[src/rtl/vga_pkg.sv]
// Shared VGA timing defaults (1440x900 @ 60 Hz, 1904x932 totals) and sync-window helpers.
package vga_pkg;

  localparam int unsigned CNT_W = 11;

  localparam int unsigned H_ACTIVE_DEF = 1440;
  localparam int unsigned H_FP_DEF     = 80;
  localparam int unsigned H_SYNC_DEF   = 152;
  localparam int unsigned H_BP_DEF     = 232;

  localparam int unsigned V_ACTIVE_DEF = 900;
  localparam int unsigned V_FP_DEF     = 1;
  localparam int unsigned V_SYNC_DEF   = 3;
  localparam int unsigned V_BP_DEF     = 28;

  localparam int unsigned DRAW_LAT_DEF = 2;

  typedef struct packed {
    logic hsync;
    logic vsync;
    logic active;
  } sync_t;

  function automatic int unsigned sync_start(int unsigned active, int unsigned fp);
    return active + fp;
  endfunction

  function automatic int unsigned sync_end(int unsigned active, int unsigned fp,
                                           int unsigned sync);
    return active + fp + sync - 1;
  endfunction

endpackage

[src/rtl/sig_delay.sv]
// Fixed-depth shift register with a reset value; depth 0 is a plain wire.
module sig_delay #(
  parameter int unsigned       WIDTH   = 1,
  parameter int unsigned       DEPTH   = 1,
  parameter logic [WIDTH-1:0]  RST_VAL = '0
) (
  input  logic             clk,
  input  logic             rst,
  input  logic [WIDTH-1:0] d,
  output logic [WIDTH-1:0] q
);

  if (DEPTH == 0) begin : g_pass
    assign q = d;
  end else begin : g_shift
    logic [WIDTH-1:0] stage [DEPTH];

    always_ff @(posedge clk) begin
      if (rst) begin
        for (int unsigned i = 0; i < DEPTH; i++) stage[i] <= RST_VAL;
      end else begin
        stage[0] <= d;
        for (int unsigned i = 1; i < DEPTH; i++) stage[i] <= stage[i-1];
      end
    end

    assign q = stage[DEPTH-1];
  end

endmodule

[src/rtl/vga_timing_gen.sv]
// VGA raster counters, sync generation and colour gating, with the sync path delayed
// to line up with the draw controller's DRAW_LAT-cycle latency.
module vga_timing_gen
  import vga_pkg::*;
#(
  parameter int unsigned H_ACTIVE = H_ACTIVE_DEF,
  parameter int unsigned H_FP     = H_FP_DEF,
  parameter int unsigned H_SYNC   = H_SYNC_DEF,
  parameter int unsigned H_BP     = H_BP_DEF,
  parameter int unsigned V_ACTIVE = V_ACTIVE_DEF,
  parameter int unsigned V_FP     = V_FP_DEF,
  parameter int unsigned V_SYNC   = V_SYNC_DEF,
  parameter int unsigned V_BP     = V_BP_DEF,
  parameter bit          HS_POL   = 1'b0,
  parameter bit          VS_POL   = 1'b1,
  parameter int unsigned DRAW_LAT = DRAW_LAT_DEF
) (
  input  logic        clk,
  input  logic        rst,
  input  logic        pix_en,
  input  logic [3:0]  draw_r,
  input  logic [3:0]  draw_g,
  input  logic [3:0]  draw_b,
  output logic [10:0] curr_x,
  output logic [10:0] curr_y,
  output logic [3:0]  vga_r,
  output logic [3:0]  vga_g,
  output logic [3:0]  vga_b,
  output logic        hsync,
  output logic        vsync,
  output logic        active,
  output logic        frame_tick
);

  localparam logic [CNT_W-1:0] H_LAST   = CNT_W'(H_ACTIVE + H_FP + H_SYNC + H_BP - 1);
  localparam logic [CNT_W-1:0] V_LAST   = CNT_W'(V_ACTIVE + V_FP + V_SYNC + V_BP - 1);
  localparam logic [CNT_W-1:0] H_ACT    = CNT_W'(H_ACTIVE);
  localparam logic [CNT_W-1:0] V_ACT    = CNT_W'(V_ACTIVE);
  localparam logic [CNT_W-1:0] V_PRE    = CNT_W'(V_ACTIVE - 1);
  localparam logic [CNT_W-1:0] HS_START = CNT_W'(sync_start(H_ACTIVE, H_FP));
  localparam logic [CNT_W-1:0] HS_END   = CNT_W'(sync_end(H_ACTIVE, H_FP, H_SYNC));
  localparam logic [CNT_W-1:0] VS_START = CNT_W'(sync_start(V_ACTIVE, V_FP));
  localparam logic [CNT_W-1:0] VS_END   = CNT_W'(sync_end(V_ACTIVE, V_FP, V_SYNC));
  localparam sync_t SYNC_IDLE = '{hsync: ~HS_POL, vsync: ~VS_POL, active: 1'b0};

  logic [CNT_W-1:0] h_cnt, v_cnt;
  logic             h_last, v_last;
  logic             entered;
  sync_t            raw, dly;

  assign h_last = (h_cnt == H_LAST);
  assign v_last = (v_cnt == V_LAST);
  assign curr_x = h_cnt;
  assign curr_y = v_cnt;

  // entered marks the cycle in which (0, V_ACTIVE) was just reached, so a held
  // coordinate under pix_en=0 cannot retrigger frame_tick.
  always_ff @(posedge clk) begin
    if (rst) begin
      h_cnt      <= '0;
      v_cnt      <= '0;
      entered    <= 1'b0;
      frame_tick <= 1'b0;
    end else begin
      frame_tick <= entered;
      entered    <= pix_en && h_last && (v_cnt == V_PRE);
      if (pix_en) begin
        if (h_last) begin
          h_cnt <= '0;
          v_cnt <= v_last ? '0 : v_cnt + 1'b1;
        end else begin
          h_cnt <= h_cnt + 1'b1;
        end
      end
    end
  end

  always_comb begin
    raw        = SYNC_IDLE;
    raw.hsync  = (h_cnt >= HS_START && h_cnt <= HS_END) ? HS_POL : ~HS_POL;
    raw.vsync  = (v_cnt >= VS_START && v_cnt <= VS_END) ? VS_POL : ~VS_POL;
    raw.active = (h_cnt < H_ACT) && (v_cnt < V_ACT);
  end

  sig_delay #(
    .WIDTH   ($bits(sync_t)),
    .DEPTH   (DRAW_LAT),
    .RST_VAL (SYNC_IDLE)
  ) u_sync_delay (
    .clk (clk),
    .rst (rst),
    .d   (raw),
    .q   (dly)
  );

  always_ff @(posedge clk) begin
    if (rst) begin
      hsync  <= ~HS_POL;
      vsync  <= ~VS_POL;
      active <= 1'b0;
      vga_r  <= '0;
      vga_g  <= '0;
      vga_b  <= '0;
    end else begin
      hsync  <= dly.hsync;
      vsync  <= dly.vsync;
      active <= dly.active;
      vga_r  <= dly.active ? draw_r : '0;
      vga_g  <= dly.active ? draw_g : '0;
      vga_b  <= dly.active ? draw_b : '0;
    end
  end

endmodule

[config.mk]
export PLATFORM = sky130hd
export DESIGN_NAME = vga_timing_gen
export DESIGN_NICKNAME = d
export VERILOG_FILES = /design/src/rtl/vga_pkg.sv /design/src/rtl/sig_delay.sv /design/src/rtl/vga_timing_gen.sv
export SDC_FILE = /design/constraint.sdc
export NUM_CORES = 1
export LEC_CHECK = 0
export CAP_MARGIN = 30
export CORE_UTILIZATION = 41
export DETAILED_ROUTE_END_ITERATION = 12
export DONT_BUFFER_PORTS = 1
export GPL_TIMING_DRIVEN = 0
export PLACE_DENSITY = 0.6
export SYNTH_ARGS = -nofsm -noshare
export SYNTH_HDL_FRONTEND = slang
export SYNTH_SLANG_ARGS = --single-unit
[constraint.sdc]
create_clock -name clk -period 4 [get_ports clk]
set_input_delay 0.6 -clock clk [delete_from_list [all_inputs] [get_ports clk]]
set_output_delay 0.6 -clock clk [all_outputs]
set_load 0.01 [all_outputs]
==> impl_metrics.csv <==
group,metric,value,unit
status,status,"finished, final reports clean",
yosys,syn_nets,203,
final_timing,slew_viol_final,0,
grt,grt_max_degree,17,
layout,layout-drive-gt1-share,9.90,%
setup_path,crit_start,"curr_x[0]$_SDFFE_PP0P_",
power,power,771,uW
yosys,synthDistinctLibCells,39,
floorplanning,chipWidth,68.2,um
floorplanning,core_area,4090,um2
yosys,ys_warn_count,0,
clocking,hold_buffers,0,
setup_path,cpMostUsedCell,"buf_6",
placement,place.gp.congestion,0.893,
final_timing,rsz0062_at_grt,"no",
layout,layoutNonFillerInstCount,242,
yosys,ys.flops,45,
layout,flow.area_growth_from_synthesis,8.72,%
yosys,ys_cells,184,
setup_path,criticalPathCategory,"reg -> reg",
grt,grt_pass1_wl,5710,um
final_timing,tightest_slew,0.481,ns
floorplanning,rows,23,
floorplanning,io_pins,53,
floorplanning,die_h,68.2,um
yosys,netlist_area,1790,um2
power,power_density,395,nW/um2
placement,hpwl,2500,um
flow_run,cap_viol_max_count,0,
setup_path,crit_path_start_kind,"register",
grt,grt.met1_usage,20.7,%
route,via_count,1287,
setup_path,r2r_start,"curr_x[0]$_SDFFE_PP0P_",
setup_path,crit_fanout,10,
yosys,ys_seq_share,50.2,%
route,ant_nets,0,
final_timing,maxSlewHeadroom,67.9,%
route,vias_per_cell,5.32,
yosys,dominantRegCellSynth,"dfxtp_1",
min_path,holdCritPathClass,"in -> reg",
yosys,edf_count,0,
final_timing,setup_viol,0,
flow_run,warnings,29,
final_timing,whs,0.411,ns
grt,met3_usage,5.67,%
grt,overflow,0,
min_path,hold_start,"draw_r[1]",
final_timing,period_used_share,51.8,%
final_timing,finalHoldViolCount,0,
setup_path,crit_buf_inv,2,
clocking,cts_tree,"built",
setup_path,max_stage_delay,0.49,ns
grt,grt_use_met2,26.7,%
yosys,synth_top_area_share,50.2,%
setup_path,required,4.23,ns
final_timing,max_freq,482,MHz
route,wire_per_inst,14.8,um
clocking,clkSinkCount,45,
clocking,clock_path_buffers,2,
yosys,synthCells,184,
floorplanning,die_area,4640,um2
final_timing,fin_crit,2.07,ns
setup_path,arrival,2.31,ns
yosys,ys_area,1790,um2
clocking,cts-root-buf,"clkbuf_8",
setup_path,cp-end-kind,"register",
clocking,cts_buffers,5,
grt,grt-busiest-layer,"met2",
route,drc,0,
setup_path,worstPathCellList,"ha_1 -> and4_1 -> buf_6 -> nand4_4 -> buf_6 -> or4_4 -> a21oi_2",
clocking,clk_latency,0.30,ns
route,drt_iter0_drc,46,
grt,track_usage,16.9,%
==> power breakdown <==
part,total [mW],internal [mW],switching (mW)
clock,0.292,0.126,0.166
sequential,0.462,0.455,0.00778
combinational,0.0165,0.00716,0.00936
==> layout make-up <==
class,count,area (um2)
tap,50,62.6
clock buffer,5,68.8
sequential,45,901
fill,395,2140
clock inverter,3,25.0
buffer,6,38.8
inverter,6,22.5
multi-input combinational,127,832
==> metal layers <==
metal,vias up,share of wire [%]
li1,652,-
met1,591,44
met2,38,48
met3,6,6.5
met4,0,1.5
met5,-,0
==> synth_stat cells (2+ instances only) <==
cell type	instances
xor2_1	7
nand3_1	9
a21oi_1	9
dfxtp_1	45
nor2b_1	5
o21ai_0	8
buf_6	2
nor2_1	13
nor3_1	2
xnor2_1	4
and2_1	15
nand2_1	8
inv_1	6
or4_1	4
nand4_1	4
nor4_1	2
and4_1	3
or3_1	3
ha_1	4
or2_2	2
o31ai_1	4
clkbuf_1	3
and3_1	4
nand3b_1	3
==> sequential cells by signal (all words and copies together) (netlist names), 4 cells and up <==
name and flops:
curr_x 11, curr_y 11, u_sync_delay.g_shift.stage 6, vga_b 4, vga_g 4, vga_r 4
==> cell usage in the layout, fill, tap and decap left out, types with 3 or more instances in the layout <==
| master | count |
|---|---|
| nand3_1 | 9 |
| nor2_1 | 13 |
| nor2b_1 | 5 |
| or4_1 | 4 |
| dfxtp_1 | 45 |
| a21oi_1 | 9 |
| or3_1 | 3 |
| xnor2_1 | 4 |
| xor2_1 | 7 |
| o21ai_0 | 8 |
| nand3b_1 | 3 |
| clkbuf_1 | 3 |
| and2_1 | 15 |
| nand2_1 | 8 |
| nand4_1 | 4 |
| clkbuf_8 | 5 |
| and3_1 | 4 |
| ha_1 | 4 |
| and4_1 | 3 |
| o31ai_1 | 4 |
| inv_1 | 6 |
==> cells by family (layout without fill, tap and decap cells) <==
| family | Yosys count | after routing | synth area share (%) |
|---|---|---|---|
| AOI/OAI and AO/OA | 26 | 26 | 8.86 |
| xor gates and xnor gates | 11 | 11 | 5.37 |
| adders and majority gates | 4 | 4 | 2.79 |
| buffers and inverters | 12 | 20 | 3.42 |
| muxes | 1 | 1 | 0.558 |
| DFF | 45 | 45 | 50.2 |
| and+or+nand+nor | 85 | 85 | 28.8 |
==> worst paths after layout <==
kind	to	slack [ns]	cells past startpoint
hold reg to reg	u_sync_delay.g_shift.stage[0][5]$_SDFF_PP1_	0.41	1
setup reg to reg	curr_y[8]$_SDFFE_PP0P_	1.93	7
setup / recovery	curr_y[8]$_SDFFE_PP0P_	1.93	7
hold / removal	vga_r[1]$_SDFF_PP0_	0.41	1
==> per-stage QoR <==
step	utilization (%)	area (um2)
after floorplan	-	1790
after global placement	45.4	1860
after detailed placement	45.4	1860
after CTS	47.7	1950
after global routing	47.7	1950
final	47.7	1950
==> worst register-to-register path, cell delays in order, from the launching register on <==
cell and delay, ns:
dfxtp_1 0.49, ha_1 0.23, and4_1 0.21, buf_6 0.14, nand4_4 0.14, buf_6 0.19
or4_4 0.48, a21oi_2 0.13
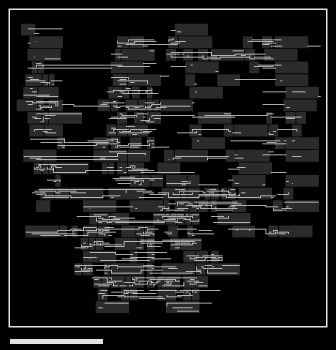
layer_met1.png
Scale bar: 20 um. Cells faint in the background.
longest straight run: 23.0 um
main direction: horizontal
nets with wire on the layer: 182
share of all routed wire: 44%
wire length on this layer: 1570 um

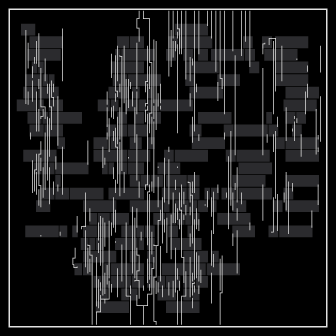
layer_met2.png
Cells faint in the background.
nets with wire on the layer: 170
wire length on this layer: 1720 um
longest straight run: 25.9 um
share of all routed wire: 48%
main direction: vertical

No activity file was given, so power comes from the tool's default toggle rates.
